## src/rtl/counter_pkg.sv

```systemverilog
// Shared constants, types and helpers for the decade counter datapath.
//   DEC_MODULUS / DEC_WIDTH : default decade modulus and digit width
//   bcd_digit_t             : one BCD digit
//   next_mod()              : wrap-increment that also clears out-of-range values
package counter_pkg;

  localparam int DEC_MODULUS = 10;
  localparam int DEC_WIDTH   = 4;

  typedef logic [3:0] bcd_digit_t;

  // Any value at or above modulus-1 goes to 0, so a terminal count wraps
  // and an illegal value (e.g. 10..15 for a decade) recovers in one step.
  function automatic bcd_digit_t next_mod(input bcd_digit_t val,
                                          input bcd_digit_t modulus);
    bcd_digit_t last;
    last = modulus - 4'd1;
    if (val >= last) begin
      next_mod = '0;
    end else begin
      next_mod = val + 4'd1;
    end
  endfunction

endpackage

```

## src/rtl/counter_10_mod_incr.sv

```systemverilog
// mod_incr: combinational next-state for a mod-MODULUS up-counter.
// Ports:
//   i_val  [WIDTH-1:0]  current count
//   o_next [WIDTH-1:0]  next count: i_val+1, wrapping to 0 at MODULUS-1;
//                       any value >= MODULUS also maps to 0
module mod_incr
  import counter_pkg::*;
#(
  parameter int MODULUS = DEC_MODULUS,
  parameter int WIDTH   = DEC_WIDTH
) (
  input  logic [WIDTH-1:0] i_val,
  output logic [WIDTH-1:0] o_next
);

  localparam logic [WIDTH-1:0] LAST = WIDTH'(MODULUS - 1);

  generate
    if (WIDTH == DEC_WIDTH) begin : g_digit
      localparam bcd_digit_t MOD_DIGIT = bcd_digit_t'(MODULUS);
      assign o_next = next_mod(i_val, MOD_DIGIT);
    end else begin : g_generic
      assign o_next = (i_val >= LAST) ? '0 : (i_val + 1'b1);
    end
  endgenerate

endmodule

```

## src/rtl/counter_10.sv

```systemverilog
// counter_10: free-running synchronous decade up-counter (units digit stage).
// Ports:
//   clk    in   clock, all state changes on the rising edge
//   rst    in   synchronous active-high reset, priority over counting
//   CNT10  out  [WIDTH-1:0] registered count 0..MODULUS-1
//   CARRY  out  terminal-count flag (only when COUNTER10_CARRY_EN is defined):
//               high while CNT10==MODULUS-1 and rst is low; drives the
//               count enable of the next (tens) stage
// Build option: COUNTER10_CARRY_EN adds the CARRY port.
module counter_10
  import counter_pkg::*;
#(
  parameter int MODULUS = DEC_MODULUS,
  parameter int WIDTH   = DEC_WIDTH
) (
  input  logic             clk,
  input  logic             rst,
`ifdef COUNTER10_CARRY_EN
  output logic [WIDTH-1:0] CNT10,
  output logic             CARRY
`else
  output logic [WIDTH-1:0] CNT10
`endif
);

  generate
    if ((MODULUS < 2) || ((2 ** WIDTH) < MODULUS)) begin : g_bad_cfg
      $error("counter_10: need MODULUS >= 2 and 2**WIDTH >= MODULUS");
    end
  endgenerate

  logic [WIDTH-1:0] r_cnt;
  logic [WIDTH-1:0] w_next;

  mod_incr #(
    .MODULUS (MODULUS),
    .WIDTH   (WIDTH)
  ) u_incr (
    .i_val  (r_cnt),
    .o_next (w_next)
  );

  always_ff @(posedge clk) begin
    if (rst) begin
      r_cnt <= '0;
    end else begin
      r_cnt <= w_next;
    end
  end

  // Output comes straight from the state register, so it is glitch-free.
  assign CNT10 = r_cnt;

`ifdef COUNTER10_CARRY_EN
  localparam logic [WIDTH-1:0] LAST = WIDTH'(MODULUS - 1);
  assign CARRY = (r_cnt == LAST) && !rst;
`endif

endmodule

```

## config.mk

```make
export PLATFORM = sky130hd
export DESIGN_NAME = counter_10
export DESIGN_NICKNAME = d
export VERILOG_FILES = /design/src/rtl/counter_pkg.sv /design/src/rtl/counter_10_mod_incr.sv /design/src/rtl/counter_10.sv
export SDC_FILE = /design/constraint.sdc
export NUM_CORES = 1
export LEC_CHECK = 0
export CORE_AREA = 5 5 42 44
export CTS_CLUSTER_SIZE = 24
export DETAILED_ROUTE_END_ITERATION = 8
export DIE_AREA = 0 0 47 49
export HOLD_SLACK_MARGIN = 0.08
export PLACE_DENSITY = 0.46
export SLEW_MARGIN = 15
export SYNTH_ARGS = -nofsm -noshare
export SYNTH_HDL_FRONTEND = slang
export SYNTH_HIERARCHICAL = 1
export SYNTH_SLANG_ARGS = --single-unit
```

## constraint.sdc

```tcl
create_clock -name clk -period 1.3 [get_ports clk]
set_input_delay 0.13 -clock clk [delete_from_list [all_inputs] [get_ports clk]]
set_output_delay 0.13 -clock clk [all_outputs]
set_load 0.02 [all_outputs]
```

### I/O nets highlighted

Bar = 10 um.
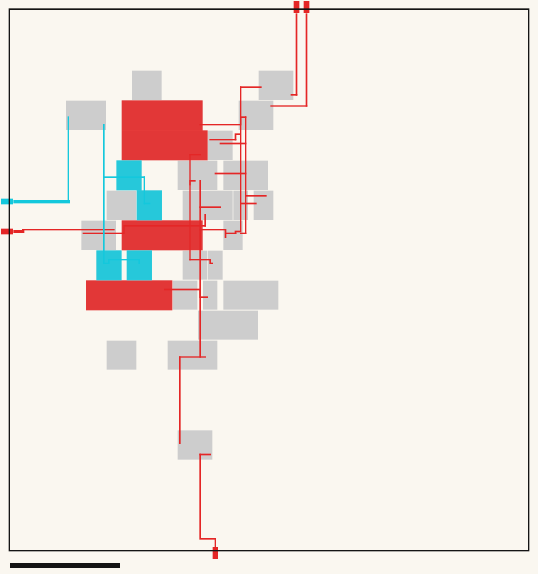
- cyan: `rst` (bits 1; direction input; end cells 4; buffers 1; wire 35.5 um)
- red: `CNT10` (bits 4; direction output; end cells 4; buffers 4; wire 145 um)

### Wiring by layer

Two of the layers only.
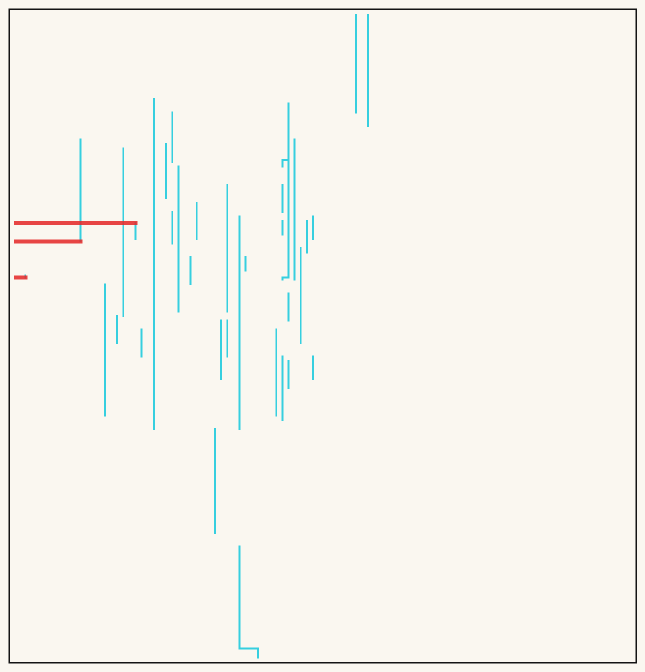
- red: met3 (wire length 14.5 um)
- cyan: met2 (wire length 210 um)

==> flow_summary.html <==
<h3>Run summary</h3>
<table>
<tr><th>Metric</th><th>Value</th></tr>
<tr><th colspan="2">Status</th></tr>
<tr><td>Status</td><td>complete, no violations</td></tr>
<tr><th colspan="2">Power</th></tr>
<tr><td>Leakage power</td><td>0.143 nW</td></tr>
<tr><td>IR drop worst, VDD</td><td>0.412 mV</td></tr>
<tr><td>Power density relative to cell area</td><td>1150 nW/um2</td></tr>
<tr><th colspan="2">Logic synthesis</th></tr>
<tr><td>Post-synthesis cell area</td><td>218 um2</td></tr>
<tr><td>Cell type with the highest aggregate area in the netlist</td><td>sky130_fd_sc_hd__dfxtp_1</td></tr>
<tr><td>Synthesis-stage register bit count</td><td>4</td></tr>
<tr><td>Post-synthesis area per instance</td><td>9.90 um2</td></tr>
<tr><td>Area contributors post-synth</td><td>sky130_fd_sc_hd__dfxtp_1 37%, sky130_fd_sc_hd__ha_1 17%, sky130_fd_sc_hd__nor2b_1 14%</td></tr>
<tr><td>Chip area line of the yosys report</td><td>218 um2</td></tr>
<tr><td>Leading cell type by number of instances after synthesis</td><td>sky130_fd_sc_hd__nor2b_1</td></tr>
<tr><td>Number of enable-type register cells in the synthesized netlist</td><td>0</td></tr>
<tr><td>Netlist cell types</td><td>11</td></tr>
<tr><td>Share of flip-flops with an asynchronous set or reset</td><td>0%</td></tr>
<tr><td>Most frequent cells after synthesis</td><td>5 x sky130_fd_sc_hd__nor2b_1, 4 x sky130_fd_sc_hd__dfxtp_1, 3 x sky130_fd_sc_hd__ha_1</td></tr>
<tr><td>Max-area cell share</td><td>36.8%</td></tr>
<tr><td>Main flop type</td><td>sky130_fd_sc_hd__dfxtp_1</td></tr>
<tr><td>Count of warnings emitted by yosys</td><td>6</td></tr>
<tr><td>Post-synthesis cell count</td><td>22</td></tr>
<tr><td>Net count of the mapped netlist</td><td>27</td></tr>
<tr><td>Post-synthesis sequential area ratio</td><td>36.8%</td></tr>
<tr><th colspan="2">Global routing</th></tr>
<tr><td>Vias in the first global route</td><td>188</td></tr>
<tr><td>Total congestion overflow</td><td>0</td></tr>
<tr><td>Maximum number of pins on one net before global-route repair</td><td>6</td></tr>
<tr><td>Overall routing resource usage</td><td>4.08%</td></tr>
<tr><th colspan="2">Placement</th></tr>
<tr><td>HPWL after DPL</td><td>302 um</td></tr>
<tr><td>IO buf count</td><td>5</td></tr>
<tr><th colspan="2">Clocking</th></tr>
<tr><td>CTS tree</td><td>yes</td></tr>
<tr><td>Buffers inserted during post-CTS setup optimization</td><td>0</td></tr>
<tr><td>Number of buffers created by CTS</td><td>3</td></tr>
<tr><td>Hold buffer count at cts</td><td>0</td></tr>
<tr><td>Number of sinks handled by clock tree synthesis</td><td>4</td></tr>
<tr><td>CTS root buf</td><td>sky130_fd_sc_hd__clkbuf_4</td></tr>
<tr><td>Clock-pin transition on the worst setup and hold timing paths</td><td>40 ps</td></tr>
<tr><th colspan="2">Finish</th></tr>
<tr><td>Antenna diode count</td><td>0</td></tr>
<tr><td>Layout fillers</td><td>171</td></tr>
<tr><td>P&amp;R area growth vs syn</td><td>42.5%</td></tr>
<tr><td>Share of layout cells above drive strength 1</td><td>26.7%</td></tr>
<tr><td>Final net count</td><td>37</td></tr>
<tr><th colspan="2">Routing</th></tr>
<tr><td>Detailed route wirelength on metal2</td><td>209 um</td></tr>
<tr><td>Top layer reached by signal wires</td><td>met3</td></tr>
<tr><td>Number of design-rule violations left by the first detailed-router iteration</td><td>2</td></tr>
<tr><td>Routed length on met1</td><td>154 um</td></tr>
<tr><td>Total number of vias</td><td>169</td></tr>
<tr><td>DRC violation count after routing</td><td>0</td></tr>
<tr><td>Drt total wl</td><td>378 um</td></tr>
<tr><td>Per-cell via count in the routed design</td><td>3.67</td></tr>
<tr><td>Wire length on met3</td><td>14 um</td></tr>
<tr><td>Post-route ant nets</td><td>0</td></tr>
<tr><th colspan="2">Timing</th></tr>
<tr><td>Relative slew slack</td><td>86.0%</td></tr>
<tr><td>Count of final setup violators</td><td>0</td></tr>
<tr><td>Time the final worst path needs with I/O delays and setup</td><td>1220 ps</td></tr>
<tr><td>Accumulated negative setup slack</td><td>0 ps</td></tr>
<tr><td>Final cycle utilization of the critical path</td><td>94.1%</td></tr>
<tr><td>RSZ-0062 raised after global routing</td><td>no</td></tr>
<tr><td>Crit path setup slack, layout</td><td>76.1 ps</td></tr>
<tr><td>Hold Vio Cnt, Final</td><td>0</td></tr>
<tr><td>Slew @ Worst Pin</td><td>211 ps</td></tr>
<tr><th colspan="2">Die</th></tr>
<tr><td>Core Rows</td><td>14</td></tr>
<tr><td>Floorplan Utilization</td><td>15.5%</td></tr>
<tr><td>IO Count</td><td>6</td></tr>
<tr><td>Core box area</td><td>1400 um2</td></tr>
<tr><td>Chip Height</td><td>49 um</td></tr>
<tr><td>Die Wd</td><td>47 um</td></tr>
<tr><th colspan="2">Min path</th></tr>
<tr><td>Type of the worst min-delay path</td><td>in2reg</td></tr>
<tr><th colspan="2">Setup path</th></tr>
<tr><td>Critical path arrival</td><td>1340 ps</td></tr>
<tr><td>Kind of launch point of the worst setup path</td><td>flop</td></tr>
<tr><th colspan="2">Run</th></tr>
<tr><td>Number of logged tool warnings</td><td>28</td></tr>
<tr><td>Max-capacitance violation count</td><td>0</td></tr>
</table>
### Wire density map

Bar = 10 um. The die is cut into 9 by 10 equal tiles; white is low, dark blue is high, scaled to the fullest tile. Values are wire area over tile area, all layers added.
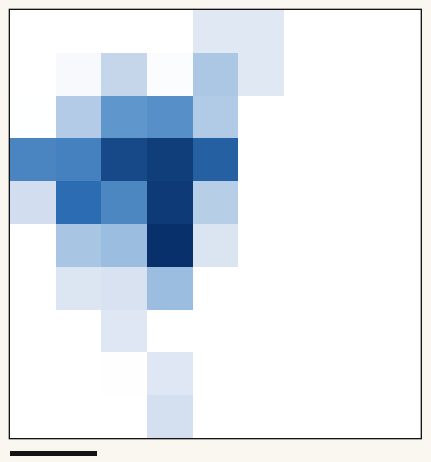
- mean over tiles: 0.025
- fullest tile: 0.18
- tiles over half the peak: 12%

[worst max-delay path, stage by stage (launching register included)]
cell	delay (ps)
sky130_fd_sc_hd__dfxtp_2	350
sky130_fd_sc_hd__inv_1	60
sky130_fd_sc_hd__ha_2	190
sky130_fd_sc_hd__nand2b_4	70
sky130_fd_sc_hd__a21oi_1	60
sky130_fd_sc_hd__mux2_2	260
sky130_fd_sc_hd__nor2b_1	120
[final timing paths]
check,depth (start not counted),end,slack [ps],from
worst max-delay path,6,CNT10[2]$_SDFF_PP0_,80,CNT10[0]$_SDFF_PP0_
worst min register to register,2,CNT10[3]$_SDFF_PP0_,650,CNT10[1]$_SDFF_PP0_
worst min-delay path,2,CNT10[0]$_SDFF_PP0_,520,rst
worst max register to register,6,CNT10[2]$_SDFF_PP0_,80,CNT10[0]$_SDFF_PP0_
[report_power, final]
group / total [mW] / switching, mW / internal, mW
Sequential: 0.141 / 0.00865 / 0.133
Combinational: 0.0673 / 0.0323 / 0.0350
Clock: 0.149 / 0.0462 / 0.103
[layout make-up]
type | instances | area, um2 | share of cell area (%)
Tap cell | 16 | 20.0 | 6.45
Sequential cell | 4 | 82.6 | 26.6
Inverter | 2 | 7.51 | 2.42
Clock buffer | 3 | 22.5 | 7.26
Timing Repair Buffer | 5 | 45.0 | 14.5
Multi-Input combinational cell | 16 | 133 | 42.7
[per-layer routing]
layer	up-vias	track usage, %
met2	3	6.56
met5	-	0
met3	0	1.11
met1	79	3.07
li1	87	-
met4	0	5.53
[stage by stage]
step                      hold slack (ps)  util (%)  area [um2]  cells
after floorplan                       194         -         220     22
after global placement                647      20.7         290     43
after detailed placement              647      20.7         290     43
after CTS                             517      22.0         308     46
after global routing                  527      22.1         310     46
final                                 517      22.1         310     46
[logic make-up after synthesis]
family	Yosys count	share of synthesized area (%)
compound gates	3	9.19
fa+ha+maj	3	17.2
simple gates	9	28.2
mux	1	5.17
flops	4	36.8
buf+inv	2	3.45
[cells in the final DEF (no fill, tap or decap), drive strengths merged]
cell and n:
o21ai 1, mux2 1, dfxtp 4, nor2b 5, nor2 1, inv 2
clkdlybuf4s50 1, ha 3, and2 2, a32o 1, clkbuf 3, nand2b 1
a21oi 1, dlygate4sd2 4
[what timing repair did]
action / in CTS / in global routing
endpoints found under the setup margin: 4 / 1
pin swaps: 0 / 0
resized: 4 / 1
Power and IR drop assume default switching activity.
